## src/rtl/opu_pkg.sv

```systemverilog
// Shared widths, mode encodings and Booth digit decode for the opu arithmetic unit.
package opu_pkg;

  localparam int AU_X_W     = 16;
  localparam int AU_Y_W     = 8;
  localparam int AU_P_W     = 32;
  localparam int AU_PP_W    = 17;
  localparam int AU_LATENCY = 3;

  localparam logic AU_MODE_MUL16 = 1'b0;
  localparam logic AU_MODE_DUAL8 = 1'b1;

  // Radix-4 Booth digit: magnitude select (one = 1x, two = 2x) plus negate.
  typedef struct packed {
    logic neg;
    logic one;
    logic two;
  } booth_sel_t;

  function automatic booth_sel_t booth_decode(input logic [2:0] trip);
    booth_sel_t sel;
    sel.neg = trip[2] & ~(trip[1] & trip[0]);
    sel.one = trip[1] ^ trip[0];
    sel.two = (trip == 3'b011) || (trip == 3'b100);
    return sel;
  endfunction

endpackage

```

## src/rtl/au_mul9x8.sv

```systemverilog
// Combinational signed 9x8 -> 17-bit multiplier: radix-4 Booth, four partial
// products, inverted-sign-bit extension with a folded constant, two-level adder tree.
module au_mul9x8
  import opu_pkg::*;
(
  input  logic [8:0]         i_a,
  input  logic [AU_Y_W-1:0]  i_b,
  output logic [AU_PP_W-1:0] o_p
);

  // Sign-extension correction: -(2^10 + 2^12 + 2^14 + 2^16) modulo 2^17.
  localparam logic [AU_PP_W-1:0] SEXT_K = 17'h0AC00;

  logic [AU_Y_W:0]      w_b_ext;
  logic [AU_PP_W-1:0]   w_term [4];
  logic [AU_PP_W-1:0]   w_neg  [4];
  logic [AU_PP_W-1:0]   w_sum01;
  logic [AU_PP_W-1:0]   w_sum23;
  logic [AU_PP_W-1:0]   w_negs;

  assign w_b_ext = {i_b, 1'b0};

  genvar gi;
  generate
    for (gi = 0; gi < 4; gi++) begin : g_pp
      booth_sel_t  w_sel;
      logic [10:0] w_mag;
      logic [10:0] w_pp;

      assign w_sel = booth_decode(w_b_ext[2*gi+2 -: 3]);
      assign w_mag = w_sel.two ? {i_a[8], i_a, 1'b0} :
                     w_sel.one ? {{2{i_a[8]}}, i_a} : 11'd0;
      assign w_pp  = w_mag ^ {11{w_sel.neg}};
      assign w_term[gi] = AU_PP_W'({~w_pp[10], w_pp[9:0]}) << (2 * gi);
      assign w_neg[gi]  = AU_PP_W'(w_sel.neg) << (2 * gi);
    end
  endgenerate

  assign w_sum01 = w_term[0] + w_term[1];
  assign w_sum23 = w_term[2] + w_term[3];
  assign w_negs  = w_neg[0] | w_neg[1] | w_neg[2] | w_neg[3];
  assign o_p     = w_sum01 + w_sum23 + w_negs + SEXT_K;

endmodule

```

## src/rtl/arithmetic_unit.sv

```systemverilog
// Three-stage signed multiplier: one 16x8 product or two packed 8x8 products per
// cycle, sharing two 9x8 Booth multipliers; mode travels with its operands.
module arithmetic_unit
  import opu_pkg::*;
(
  input  logic              clk,
  input  logic              reset,
  input  logic [AU_X_W-1:0] x,
  input  logic [AU_Y_W-1:0] y,
  input  logic              mode,
  output logic [AU_P_W-1:0] p
);

  logic [AU_X_W-1:0]  r_x;
  logic [AU_Y_W-1:0]  r_y;
  logic               r_mode1;
  logic [AU_PP_W-1:0] r_pp_hi;
  logic [AU_PP_W-1:0] r_pp_lo;
  logic               r_mode2;
  logic [AU_P_W-1:0]  r_p;

  logic               w_ext;
  logic [8:0]         w_a_hi;
  logic [8:0]         w_a_lo;
  logic [AU_PP_W-1:0] w_pp_hi;
  logic [AU_PP_W-1:0] w_pp_lo;
  logic [AU_P_W-1:0]  w_p_mul16;
  logic [AU_P_W-1:0]  w_p_dual8;

  // In 16x8 mode the low byte is an unsigned digit of x; in packed mode it is a signed lane.
  assign w_ext  = (r_mode1 == AU_MODE_DUAL8) ? r_x[7] : 1'b0;
  assign w_a_hi = {r_x[15], r_x[15:8]};
  assign w_a_lo = {w_ext, r_x[7:0]};

  au_mul9x8 u_mul_hi (
    .i_a (w_a_hi),
    .i_b (r_y),
    .o_p (w_pp_hi)
  );

  au_mul9x8 u_mul_lo (
    .i_a (w_a_lo),
    .i_b (r_y),
    .o_p (w_pp_lo)
  );

  assign w_p_mul16 = {{7{r_pp_hi[16]}}, r_pp_hi, 8'h00} + {{15{r_pp_lo[16]}}, r_pp_lo};
  assign w_p_dual8 = {r_pp_hi[15:0], r_pp_lo[15:0]};

  always_ff @(posedge clk or posedge reset) begin
    if (reset) begin
      r_x     <= '0;
      r_y     <= '0;
      r_mode1 <= AU_MODE_MUL16;
      r_pp_hi <= '0;
      r_pp_lo <= '0;
      r_mode2 <= AU_MODE_MUL16;
      r_p     <= '0;
    end else begin
      r_x     <= x;
      r_y     <= y;
      r_mode1 <= mode;
      r_pp_hi <= w_pp_hi;
      r_pp_lo <= w_pp_lo;
      r_mode2 <= r_mode1;
      r_p     <= (r_mode2 == AU_MODE_DUAL8) ? w_p_dual8 : w_p_mul16;
    end
  end

  assign p = r_p;

endmodule

```

## config.mk

```make
export PLATFORM = sky130hd
export DESIGN_NAME = arithmetic_unit
export DESIGN_NICKNAME = d
export VERILOG_FILES = /design/src/rtl/opu_pkg.sv /design/src/rtl/au_mul9x8.sv /design/src/rtl/arithmetic_unit.sv
export SDC_FILE = /design/constraint.sdc
export NUM_CORES = 1
export LEC_CHECK = 0
export CORE_MARGIN = 2
export CORE_UTILIZATION = 40
export CTS_CLUSTER_SIZE = 24
export DETAILED_ROUTE_END_ITERATION = 10
export GPL_TIMING_DRIVEN = 0
export PLACE_DENSITY = 0.67
export SLEW_MARGIN = 20
export SYNTH_ARGS = -nofsm -noshare
export SYNTH_HDL_FRONTEND = slang
export SYNTH_SLANG_ARGS = --single-unit
export TNS_END_PERCENT = 10
```

## constraint.sdc

```tcl
create_clock -name clk -period 7.2 [get_ports clk]
set_clock_uncertainty 0.1 [all_clocks]
set_input_delay 1.44 -clock clk [delete_from_list [all_inputs] [get_ports clk]]
set_output_delay 1.44 -clock clk [all_outputs]
set_load 0.02 [all_outputs]
```

**Zoomed window**

Region (96, 25) to (116, 45) um. Cells in grey, sequential cells in the stronger grey; small squares are vias.
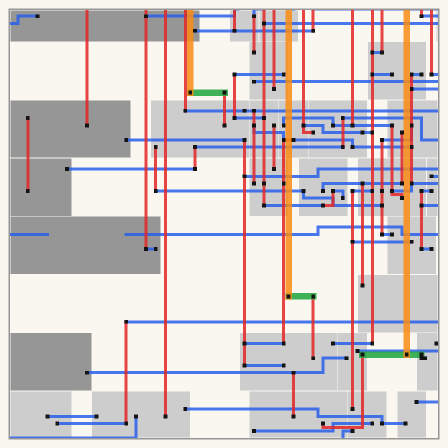
legend:
  green:
    layer: met3
  red:
    layer: met2
  orange:
    layer: met4
  blue:
    layer: met1
most frequent: inv_1 (4), ha_1 (4)
netlist names of flops here include: `r_pp_lo` (3)
cells with their middle in the window: 25
sequential cells in the window: 3

**Met4 routing**

Scale: 3 px per um.
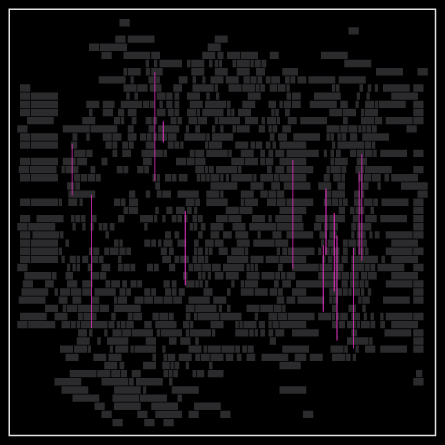
main direction: vertical
nets with wire on the layer: 11
share of all routed wire: 2.2%
wire length on this layer: 365 um

==> flow_summary.ini <==
; implementation run metrics
[timing]
rsz0062_at_grt = no
drv_slew = 0
period_minus_slack_ns = 6.23
fin_crit_sh = 0.866
hold_viol_final = 0
finalSetupTns_ns = 0
finalHoldWorstSlack_ns = 0.250
maxSlewHeadroom = 0.502
setup_ws_ns = 0.966
setup_violations = 0

[synth]
synth_area_mm2 = 0.00757
yosysCellCount = 805
top_area_frac = 0.304
area_leaders = dfrtp_1 (30%), ha_1 (16%), fa_1 (7.9%)
syn_inst = 805
edf_count = 0
synth_flops = 92
ys_async_sr_fraction = 1.00
ys_types = 56
fp_nets = 957
seq_area_frac_synth = 0.304
synth.avg_cell_area_um2 = 9.41
yosysWarningCount = 0
synth_chip_area_mm2 = 0.00757
ff_type = dfrtp_1

[layout]
syn_to_final_growth_pct = 15.9
seq_area_mm2 = 0.00230
seqAreaFraction = 0.262
final_cells = 1114
comb_share = 0.550
drive_above_1_share = 0.0500
nNetsFinal = 1027
mostFrequentLayoutCells = ha_1 (95), dfrtp_1 (92), inv_1 (82)
buffer_area_frac = 0.0833
flop-count = 92
clockNetworkAreaShare = 0.0355
n_all_buffers = 92
diodes = 0
largest_class = multi-input combinational cells
lay_top_count = ha_1

[routing]
drt-met1-wl_mm = 8.05
wl_per_cell_um = 15.2
drt_iter0_drc = 402
via_per_inst = 5.23
wl_met2_mm = 7.79
wl_met3_um = 733
drtPass1Iterations = 6
maxUsedRoutingLayer = met4
ant_nets = 0

[global_routing]
grt_pass1_wl_mm = 27.8
grt_max_degree = 53
antenna_found_initial = 0
overflow = 0
first_global_vias = 5539

[power]
p_comb_frac = 0.659
switchingPower_mw = 1.67
p_sw_frac = 0.437
pg_comb_mw = 2.51
p_leak_nw = 4.20
seqPwrFrac = 0.214
peakVddDrop_uv = 184
power.share.clock = 0.127
power_leader = combinational cells
cell_internal_pwr_mw = 2.15
powerSeq_mw = 0.817

[worst_setup_path]
startpoint_type = flip-flop
cpMaxStageDelayCell = clkbuf_1
path_delay_family = adder cells
crit_fanout = 10
r2r-start = r_y[1]$_DFF_PP0_
path_cells = buf_1 > inv_1 > ha_1 > mux2i_1 > clkbuf_1 > and3_1 > a21oi_1 > xnor2_1 > fa_1 > inv_1 > fa_1 > inv_1 > ha_1 > ha_1 > a21oi_1 > o221ai_1 > a21o_1 > a2111oi_2 > nor3_1 > xor2_1
r2r_cells = 20
r2r-end = r_pp_hi[14]$_DFF_PP0_
crit_end = r_pp_hi[14]$_DFF_PP0_
crit_start = r_y[1]$_DFF_PP0_
cp_num_cells = 20
cp.buffers_inverters = 5
crit_arrival_ns = 6.36

[floorplan]
coreArea_mm2 = 0.0186
die_area_mm2 = 0.0201
ios = 59
tap_cells = 234
die_x_um = 142
die-height_um = 142

[clock_tree]
cts_tree = built
cts_resized = 0
clock-root-buffer = clkbuf_16
postCtsSetupBuffers = 0
h-tree-depth = 3
cts_hold_buf = 0
cts_buffers = 9

[job]
tool_warnings = 30
cap_violations = 0

[min_path]
min_to = p[7]$_DFF_PP0_
holdPathStages = 0
min_from = r_pp_lo[7]$_DFF_PP0_

[outcome]
status = finished clean

[placed_design]
hpwl_mm = 13.1
place_congestion = 0.931
dp.cells = 1098
preCtsSetupSlack_ns = 1.08
**Clock network drawn from the DEF**

Scale: 2 px per um.
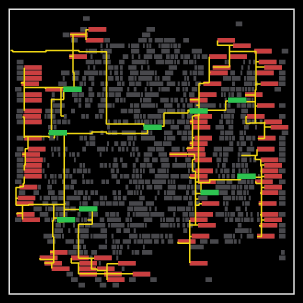
legend:
  yellow:
    item: clock wires
    length: 1,120 um
  green:
    item: cells driving clock nets
    count: 9
  red:
    item: flip-flops
    count: 92
routed clock nets: 10

**Metal layers overlaid**

Scale: 3 px per um.
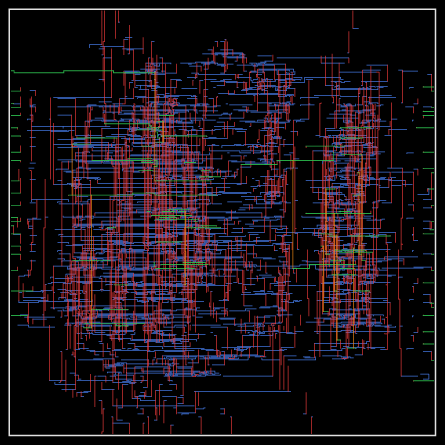
legend:
  orange:
    layer: met4
    wire_length: 365 um
  green:
    layer: met3
    wire_length: 733 um
  blue:
    layer: met1
    wire_length: 8,050 um
  red:
    layer: met2
    wire_length: 7,790 um

==> per-stage QoR <==
step,utilization,instance area [um^2]
2_1_floorplan,-,7570
3_3_place_gp,0.453,8450
3_5_place_dp,0.454,8470
4_1_cts,0.471,8780
5_1_grt,0.471,8780
6_report,0.471,8780
==> flip-flops by register name, summed over array words and instances (netlist names) <==
register	flops
p	32
r_pp_hi	17
r_pp_lo	17
r_x	16
r_y	8
r_mode1	1
r_mode2	1
==> logic make-up after synthesis <==
family	after synthesis	share of synthesized area
xor+xnor	89	0.104
buf+inv	117	0.0590
mux	21	0.0287
simple gates	178	0.117
flops	92	0.304
compound gates	183	0.152
fa+ha+maj	125	0.236
==> routing by layer <==
metal	vias up	track usage
met3	27	0.0297
li1	2895	-
met2	182	0.285
met5	-	0
met4	0	0.0537
met1	2720	0.237
